<file path="config.mk">
export PLATFORM = sky130hd
export DESIGN_NAME = param_buffer
export DESIGN_NICKNAME = d
export VERILOG_FILES = /design/src/rtl/buffer_pkg.sv /design/src/rtl/buffer_ptr.sv /design/src/rtl/param_buffer.sv
export SDC_FILE = /design/constraint.sdc
export NUM_CORES = 1
export LEC_CHECK = 0
export ABC_AREA = 1
export CORE_MARGIN = 3
export CORE_UTILIZATION = 55
export CTS_CLUSTER_DIAMETER = 100
export CTS_CLUSTER_SIZE = 12
export DETAILED_ROUTE_END_ITERATION = 10
export PLACE_DENSITY = 0.69
export SYNTH_ARGS = -nofsm -noshare
export SYNTH_HDL_FRONTEND = slang
export SYNTH_SLANG_ARGS = --single-unit
</file>
<file path="constraint.sdc">
create_clock -name Clk -period 6.1 [get_ports Clk]
set_input_delay 0.915 -clock Clk [delete_from_list [all_inputs] [get_ports Clk]]
set_output_delay 0.915 -clock Clk [all_outputs]
set_load 0.1 [all_outputs]
</file>
<file path="src/rtl/buffer_pkg.sv">
// Shared definitions for the cache-side write/fill buffer: default geometry,
// read-mode encoding and the occupancy-count width helper.
package buffer_pkg;

    localparam int BUF_WIDTH_DEF = 32;
    localparam int BUF_DEPTH_DEF = 32;

    typedef enum logic [0:0] {
        BUF_STD  = 1'b0,
        BUF_FWFT = 1'b1
    } buf_mode_e;

    function automatic int count_width(input int depth);
        return $clog2(depth + 1);
    endfunction

endpackage

</file>
<file path="src/rtl/buffer_ptr.sv">
// Wrapping index counter for the buffer storage; wraps explicitly at DEPTH-1
// so non-power-of-two depths address only valid entries.
module buffer_ptr #(
    parameter int DEPTH = 32
) (
    input  logic                     i_clk,
    input  logic                     i_rst,
    input  logic                     i_inc,
    input  logic                     i_clr,
    output logic [$clog2(DEPTH)-1:0] o_ptr
);

    localparam int PW = $clog2(DEPTH);
    localparam logic [PW-1:0] LAST = PW'(DEPTH - 1);

    logic [PW-1:0] r_ptr;

    // Pointer register: clear has priority over increment.
    always_ff @(posedge i_clk or posedge i_rst) begin
        if (i_rst) begin
            r_ptr <= '0;
        end else if (i_clr) begin
            r_ptr <= '0;
        end else if (i_inc) begin
            r_ptr <= (r_ptr == LAST) ? '0 : r_ptr + PW'(1);
        end else begin
            r_ptr <= r_ptr;
        end
    end

    assign o_ptr = r_ptr;

endmodule

</file>
<file path="src/rtl/param_buffer.sv">
// Parametrised synchronous FIFO between cache controller and memory interface,
// with optional first-word-fall-through, occupancy flags and sticky error flags.
module param_buffer
    import buffer_pkg::*;
#(
    parameter int WIDTH    = BUF_WIDTH_DEF,
    parameter int DEPTH    = BUF_DEPTH_DEF,
    parameter int FWFT     = 0,
    parameter int AF_LEVEL = DEPTH - 2,
    parameter int AE_LEVEL = 2
) (
    input  logic                          Clk,
    input  logic                          Rst,
    input  logic                          EN,
    input  logic                          WR,
    input  logic                          RD,
    input  logic                          FLUSH,
    input  logic [WIDTH-1:0]              dataIn,
    output logic [WIDTH-1:0]              dataOut,
    output logic                          EMPTY,
    output logic                          FULL,
    output logic                          ALMOST_FULL,
    output logic                          ALMOST_EMPTY,
    output logic [count_width(DEPTH)-1:0] COUNT,
    output logic                          OVERFLOW,
    output logic                          UNDERFLOW
);

    localparam int CW = count_width(DEPTH);
    localparam int PW = $clog2(DEPTH);
    localparam logic [CW-1:0] DEPTH_C = CW'(DEPTH);
    localparam logic [CW-1:0] AF_C    = CW'(AF_LEVEL);
    localparam logic [CW-1:0] AE_C    = CW'(AE_LEVEL);

    if (DEPTH < 2 || AF_LEVEL > DEPTH || AE_LEVEL >= DEPTH) begin : g_bad_params
        $error("param_buffer: illegal DEPTH/AF_LEVEL/AE_LEVEL combination");
    end

    logic [WIDTH-1:0] r_mem [DEPTH];
    logic [CW-1:0]    r_count;
    logic             r_ovf;
    logic             r_udf;
    logic [PW-1:0]    w_wr_ptr;
    logic [PW-1:0]    w_rd_ptr;
    logic             w_empty;
    logic             w_full;
    logic             w_act;
    logic             w_flush;
    logic             w_rd_ok;
    logic             w_wr_ok;

    assign w_empty = (r_count == '0);
    assign w_full  = (r_count == DEPTH_C);
    assign w_act   = EN & ~FLUSH;
    assign w_flush = EN & FLUSH;
    // A write into a full buffer is still accepted when a read frees a slot.
    assign w_rd_ok = w_act & RD & ~w_empty;
    assign w_wr_ok = w_act & WR & (~w_full | w_rd_ok);

    buffer_ptr #(.DEPTH(DEPTH)) u_wr_ptr (
        .i_clk (Clk),
        .i_rst (Rst),
        .i_inc (w_wr_ok),
        .i_clr (w_flush),
        .o_ptr (w_wr_ptr)
    );

    buffer_ptr #(.DEPTH(DEPTH)) u_rd_ptr (
        .i_clk (Clk),
        .i_rst (Rst),
        .i_inc (w_rd_ok),
        .i_clr (w_flush),
        .o_ptr (w_rd_ptr)
    );

    // Storage array; contents deliberately not reset.
    always_ff @(posedge Clk) begin
        if (w_wr_ok) begin
            r_mem[w_wr_ptr] <= dataIn;
        end
    end

    // Occupancy count.
    always_ff @(posedge Clk or posedge Rst) begin
        if (Rst) begin
            r_count <= '0;
        end else if (w_flush) begin
            r_count <= '0;
        end else begin
            case ({w_wr_ok, w_rd_ok})
                2'b10:   r_count <= r_count + CW'(1);
                2'b01:   r_count <= r_count - CW'(1);
                default: r_count <= r_count;
            endcase
        end
    end

    // Sticky error flags, frozen while EN is low.
    always_ff @(posedge Clk or posedge Rst) begin
        if (Rst) begin
            r_ovf <= 1'b0;
            r_udf <= 1'b0;
        end else if (w_flush) begin
            r_ovf <= 1'b0;
            r_udf <= 1'b0;
        end else if (w_act) begin
            r_ovf <= r_ovf | (WR & ~w_wr_ok);
            r_udf <= r_udf | (RD & ~w_rd_ok);
        end else begin
            r_ovf <= r_ovf;
            r_udf <= r_udf;
        end
    end

    if (FWFT == int'(BUF_FWFT)) begin : g_fwft
        logic [WIDTH-1:0] w_dout;

        // Head word presented combinationally; zero when nothing is stored.
        always_comb begin
            w_dout = '0;
            if (!w_empty) begin
                w_dout = r_mem[w_rd_ptr];
            end else begin
                w_dout = '0;
            end
        end

        assign dataOut = w_dout;
    end else begin : g_std
        logic [WIDTH-1:0] r_dout;

        // Registered read data, loaded only on an accepted read.
        always_ff @(posedge Clk or posedge Rst) begin
            if (Rst) begin
                r_dout <= '0;
            end else if (w_flush) begin
                r_dout <= '0;
            end else if (w_rd_ok) begin
                r_dout <= r_mem[w_rd_ptr];
            end else begin
                r_dout <= r_dout;
            end
        end

        assign dataOut = r_dout;
    end

    assign COUNT        = r_count;
    assign EMPTY        = w_empty;
    assign FULL         = w_full;
    assign ALMOST_FULL  = (r_count >= AF_C);
    assign ALMOST_EMPTY = (r_count <= AE_C);
    assign OVERFLOW     = r_ovf;
    assign UNDERFLOW    = r_udf;

endmodule

</file>
### Logic cells by family, run 1

Scale bar: 100 microns.
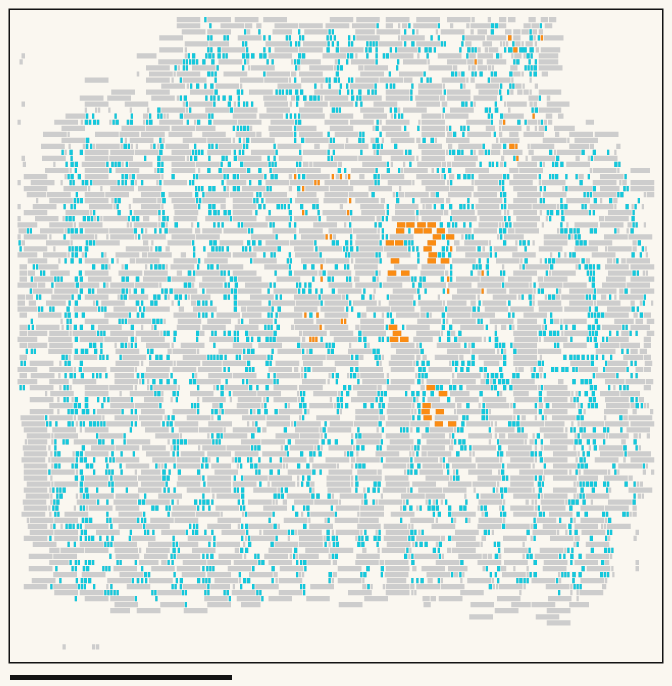
NAND gates: shown in cyan, cells 2179, most used nand2_1, where spread over the die. NOR gates: shown in orange, cells 68, most used nor2_1.

### Routed metal, one color a layer, run 1

Scale bar: 100 microns.
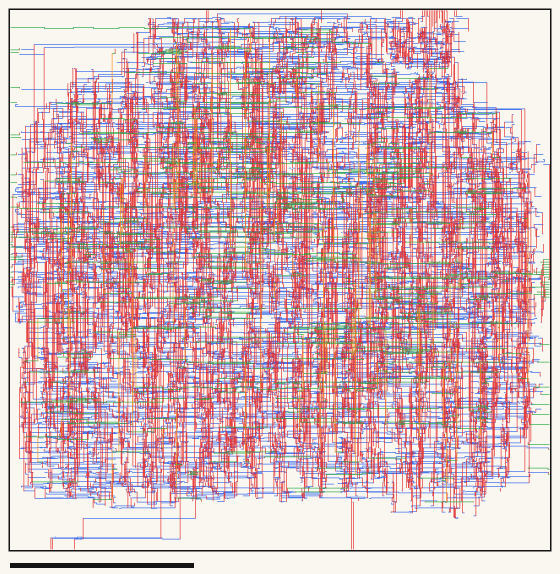
met4: shown in orange, wire length 3500 microns. met1: shown in blue, wire length 48.1 mm. met3: shown in green, wire length 9870 microns. met2: shown in red, wire length 57.9 mm.

### Clock distribution, run 1

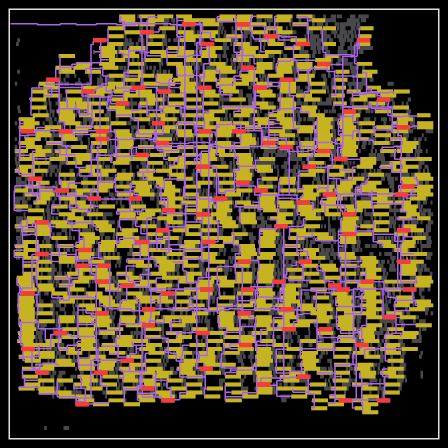
flip-flops: shown in yellow, count 1074. cells driving clock nets: shown in red, count 99. clock wires: shown in purple, length 11700 microns.
There are 100 routed clock nets.

==> flow_summary.json, run 1 <==
{
  "ff_type": "edfxtp_1",
  "antenna_found_initial": 0,
  "synth_area_sq_mm": 0.0456,
  "min_to": "dataOut[3]",
  "root_buffer": "clkbuf_16",
  "syn_area_per_cell_sq_um": 10.7,
  "rsz0062_at_grt": "no",
  "crit_top_cell": "nand2_1",
  "maxCapViolations": 0,
  "dp_hpwl_microns": 68300,
  "synth-simple-area-share_pct": 21.8,
  "synthMuxAreaShare_pct": 0,
  "start_kind": "primary input",
  "r2r_end": "dataOut[23]",
  "gp_congestion": 0.875,
  "cts_tree": "yes",
  "synthArstFlopShare_pct": 4.66,
  "final-max-slew-violation-count": 0,
  "arrival_ps": 4050,
  "drc": 0,
  "edf_count": 1024,
  "cts.htree.levels": 3,
  "yosysUniqueCellTypes": 37,
  "io_buffer_count": 81,
  "dr_wl_met2_microns": 57900,
  "synthAdderAreaFrac_pct": 0.345,
  "holdWs_ps": 480,
  "cts.sinks": 1074,
  "irDropWorstVdd_v": 0.000535,
  "antenna_cells": 0,
  "grt.total_usage_pct": 27.5,
  "post-place-ws_ps": 1680,
  "die_x_microns": 294,
  "cts_hold_buf": 0,
  "routed.top_layer": "met4",
  "grt_pass1_vias": 28100,
  "first_pass_iters": 6,
  "cts_buffer_depth": 3,
  "p_per_area_mw_per_mm2": 392,
  "numCtsBuffers": 99,
  "synth_top_area_share_pct": 67.4,
  "crit_fanout": 17,
  "status": "complete, no violations",
  "cts_setup_buffers": 0,
  "ys_area_sq_mm": 0.0456,
  "endpoint_kind": "register",
  "final.setup.tns_ps": 0,
  "synthTopCellsByArea": "edfxtp_1 (67%), nand2_1 (11%), nand3_1 (8.7%), inv_1 (4.4%), dfrtp_1 (2.7%)",
  "vias": 30100,
  "warnings": 40,
  "worstPathRequired_ps": 6440,
  "synth.largest_area_cell": "edfxtp_1",
  "clk_pin_slew_worst_paths_ps": 60,
  "cp_slowest_cell": "nor2_4",
  "reg2reg_depth": 10,
  "relSlewSlack_pct": 14.2,
  "yosysSeqAreaShare_pct": 70.1,
  "grt.overflow.total": 0,
  "rows": 105,
  "synthAoiAreaFrac_pct": 0.770,
  "synth_top_cell_by_count": "nand2_1",
  "top_cells_by_count": "nand2_1 (1384), edfxtp_1 (1024), nand3_1 (792)",
  "layout_min_cycle_time_ps": 3720,
  "nets": 4287,
  "chipArea_sq_mm": 0.0865,
  "numSynthFlops": 1074,
  "hold_path.class": "reg -> reg",
  "crit_chain": "clkdlybuf4s50_1 > and3_1 > nand2_1 > nand2_1 > nand2_1 > inv_1 > nand2_1 > nor2_4 > buf_4",
  "vias_per_cell": 5.61,
  "drt_iter0_drc": 3404,
  "yosysWarnings": 0,
  "ant_nets": 0,
  "timing.final.ws_setup_ps": 2380,
  "ios": 82,
  "clk_latency_ps": 670,
  "reg2reg_from": "u_rd_ptr.o_ptr[0]",
  "holdPathStages": 2,
  "max_stage_delay_ps": 840,
  "wl_met1_microns": 48100
}
==> run 1: power breakdown <==
part           switching [mW]  internal (mW)
clock                    2.58           3.06
sequential              0.206           8.22
combinational            4.13           1.36
==> run 1: worst max-delay path by stage <==
stage | startpoint | end | slack (ps)
finish | EN | r_mem[29][19] | 2380
global route | EN | r_mem[4][28] | 2220
global placement | EN | r_mem[29][31] | 1680
floorplan | COUNT[1] | ALMOST_FULL | 800
CTS | EN | r_mem[29][26] | 2380
detailed placement | EN | r_mem[29][16] | 1680
==> run 1: final cells by class <==
class	count	area (sq um)
fill	6427	32200
sequential	1074	32000
multi-input combinational	2401	10700
clock buffer	150	2700
inverter	545	2070
tap	1070	1340
timing repair buffer	116	966
clock inverter	7	90.1
==> run 1: registers in the layout (all words and copies together) (netlist names) <==
register and cells:
u_rd_ptr.o_ptr 5, u_wr_ptr.o_ptr 5, UNDERFLOW 1, COUNT 6, OVERFLOW 1, dataOut 32
r_mem 1024
==> run 1: cell usage in the layout, fill, tap and decap left out, types with 6 or more instances in the layout <==
cell and instances:
nand2_1 1384, edfxtp_1 1024, nand3_1 792, inv_1 536, clkbuf_16 100, or2_1 62, clkdlybuf4s50_1 52, clkbuf_1 49
dfrtp_1 45, nor2_1 33, nor2_4 32, buf_4 32, buf_2 28, o21ai_0 22, o211ai_1 19, or2_2 18
ha_1 11, inv_6 6
==> run 1: worst max-delay path: cells and delay by family <==
| family | cells | cell delay (ps) |
|---|---|---|
| simple gates | 6 | 1960 |
| buf+inv | 3 | 1160 |
==> run 1: metal layers <==
metal / up-vias / track usage, %
li1: 14000 / -
met1: 14500 / 38.4
met2: 1361 / 45.5
met3: 199 / 3.79
met4: 0 / 8.18
met5: - / 0
==> run 1: stage by stage <==
step	instance area, sq um	util [%]	power [mW]	cells
floorplan	45600	-	12.4	4247
global placement	47100	57.4	14.0	5206
detailed placement	47100	57.4	14.0	5206
CTS	49900	60.8	19.6	5363
global route	49900	60.8	20.3	5363
finish	49900	60.8	19.6	5363
==> run 1: logic make-up after synthesis <==
kind of cell    after synthesis
compound gates               57
xor+xnor                      4
fa+ha+maj                    12
buf+inv                     772
flops                      1074
simple gates               2328
==> run 2, diff against run 1 <==
- PLACE_DENSITY: 0.69 -> 0.71
- clock period: 6.1 -> 3.4 ns (I/O delays scaled with it)
### Placement density heat map, run 2

29 x 29 tiles, from dark blue (low) to red (high), 0 to 100% covered.
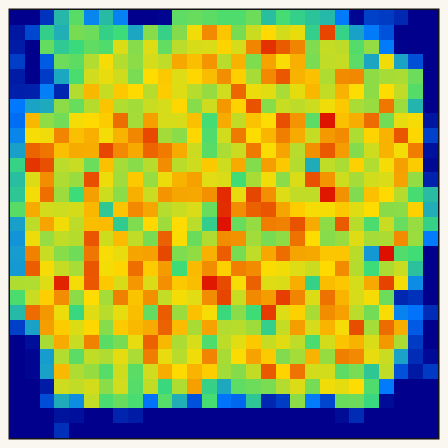
30% of the tiles are over 75% full. The mean over all tiles is 57%. 11% of the tiles are nearly empty. The fullest tile reaches 99%.

==> run 2 against run 1 <==
Global-route usage up 0.45 points. Critical endpoint is now dataOut[14]. Largest power group unchanged. Highest routed layer unchanged. Combinational power up 88%. Sequential cell count unchanged.
==> flow_summary.json, run 2 <==
{
  "synth_top_area_share_pct": 67.4,
  "numSynthFlops": 1074,
  "relSlewSlack_pct": 33.0,
  "largest_register_ffs": 1024,
  "utilization_pct": 62.2,
  "edf_count": 1024,
  "vias_per_cell": 5.64,
  "crit_chain": "clkdlybuf4s50_1",
  "lay_top_count": "nand2_1",
  "grt.overflow.total": 0,
  "crit_fanout": 2,
  "grt.total_usage_pct": 28.0,
  "p_per_area_mw_per_mm2": 693,
  "ys_area_sq_mm": 0.0456,
  "ios": 82,
  "worstPathRequired_ps": 2890,
  "grt_pass1_wl_microns": 181000,
  "syn_area_per_cell_sq_um": 10.7,
  "dp_hpwl_microns": 70600,
  "io_buffer_count": 81,
  "finalPower_mw": 35.4,
  "ant_nets": 0,
  "yosysWarnings": 0,
  "placedCellCount": 5293,
  "critPathTopFamily": "buffers and inverters",
  "cts_tree": "yes",
  "start_kind": "register",
  "top_cells_by_count": "nand2_1 (1384), edfxtp_1 (1024), nand3_1 (792)",
  "clk_latency_ps": 670,
  "final_area_sq_mm": 0.0511,
  "fillers": 6288,
  "gp_congestion": 0.885,
  "yosysUniqueCellTypes": 37,
  "rows": 105,
  "crit_buf_inv": 1,
  "ff_type": "edfxtp_1",
  "synthArstFlopShare_pct": 4.66,
  "irDropWorstVdd_v": 0.000718,
  "die_x_microns": 294,
  "synth.largest_area_cell": "edfxtp_1",
  "cts_setup_buffers": 0,
  "first_pass_iters": 7,
  "numCtsBuffers": 99,
  "arrival_ps": 2330,
  "synthTopCellsByArea": "edfxtp_1 (67%), nand2_1 (11%), nand3_1 (8.7%), inv_1 (4.4%), dfrtp_1 (2.7%)",
  "max_stage_delay_ps": 1180,
  "vias": 30800,
  "grt_pass1_vias": 29500,
  "chipArea_sq_mm": 0.0865,
  "root_buffer": "clkbuf_16",
  "regMostFlops": "r_mem",
  "drt_iter0_drc": 3678,
  "cts.sinks": 1074,
  "placed_area_sq_mm": 0.0483,
  "hold_path.class": "in -> async",
  "cts_buffer_depth": 3,
  "status": "complete, no violations",
  "clk_pin_slew_worst_paths_ps": 60,
  "synth_top_cell_by_count": "nand2_1",
  "cts_hold_buf": 0,
  "rsz0062_at_grt": "no",
  "antenna_found_initial": 2,
  "final-max-slew-violation-count": 0,
  "endpoint_kind": "primary output",
  "cp_slowest_cell": "clkdlybuf4s50_1",
  "yosysSeqAreaShare_pct": 70.1,
  "final.setup.tns_ps": 0,
  "warnings": 39,
  "post-place-ws_ps": 393,
  "cts.htree.levels": 3,
  "synth_area_sq_mm": 0.0456,
  "layout_min_cycle_time_ps": 2840,
  "drc": 0
}
### Routed metal, one color a layer, run 2

Scale bar: 100 microns.
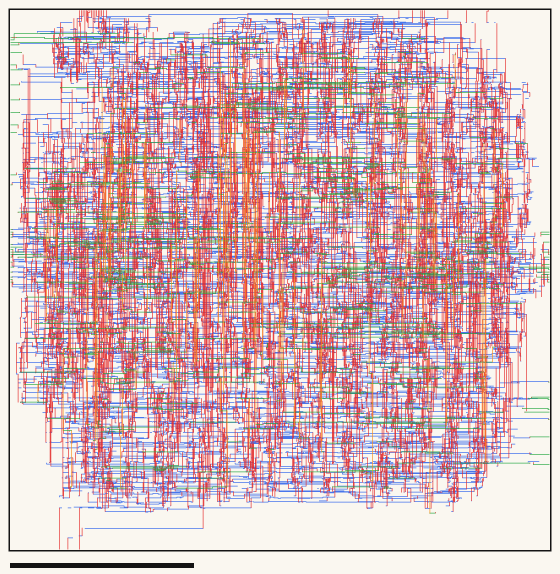
met1: shown in blue, wire length 48.3 mm. met2: shown in red, wire length 56.8 mm. met4: shown in orange, wire length 5720 microns. met3: shown in green, wire length 9790 microns.

[run 2: cell type report]
class / instances / area, sq um / area share [%]
repair buffers: 203 / 2090 / 4.09
clock buffers: 159 / 2720 / 5.33
diodes: 3 / 7.51 / 0.0147
clock inverters: 6 / 75.1 / 0.147
well taps: 1070 / 1340 / 2.62
inverters: 545 / 2070 / 4.04
multi-input cells: 2401 / 10800 / 21.1
flip-flops and latches: 1074 / 32000 / 62.7
[run 2: logic make-up after synthesis]
group / count (synthesis) / share of synthesized area (%)
adder cells (fa/ha/maj): 12 / 0.345
buffers and inverters: 772 / 6.89
AND/OR/NAND/NOR: 2328 / 21.8
XOR/XNOR: 4 / 0.0768
flip-flops: 1074 / 70.1
AND-OR/OR-AND: 57 / 0.770
[run 2: worst paths after layout]
kind	endpoint	cells after the start	slack [ps]	start
min in group Clk	r_mem[2][2]	1	470	dataIn[2]
worst min register to register	dataOut[7]	2	490	dataOut[7]
max in group asynchronous	u_rd_ptr.o_ptr[0]	3	2450	Rst
worst max-delay path	dataOut[14]	1	560	dataOut[14]
worst min-delay path	u_wr_ptr.o_ptr[4]	2	160	Rst
worst max register to register	dataOut[23]	10	760	u_rd_ptr.o_ptr[0]
[run 2: power by group]
group | switching, mW | internal [mW]
clock | 4.62 | 5.45
combinational | 7.62 | 2.66
sequential | 0.305 | 14.7
[run 2: routing by layer]
layer / share of wire (%) / GRT usage [%]
met3: 8.1 / 4.19
met4: 4.7 / 12.6
met2: 47 / 44.8
met1: 40 / 38.4
met5: 0 / 0
Power is estimated from default activity; no workload was simulated.
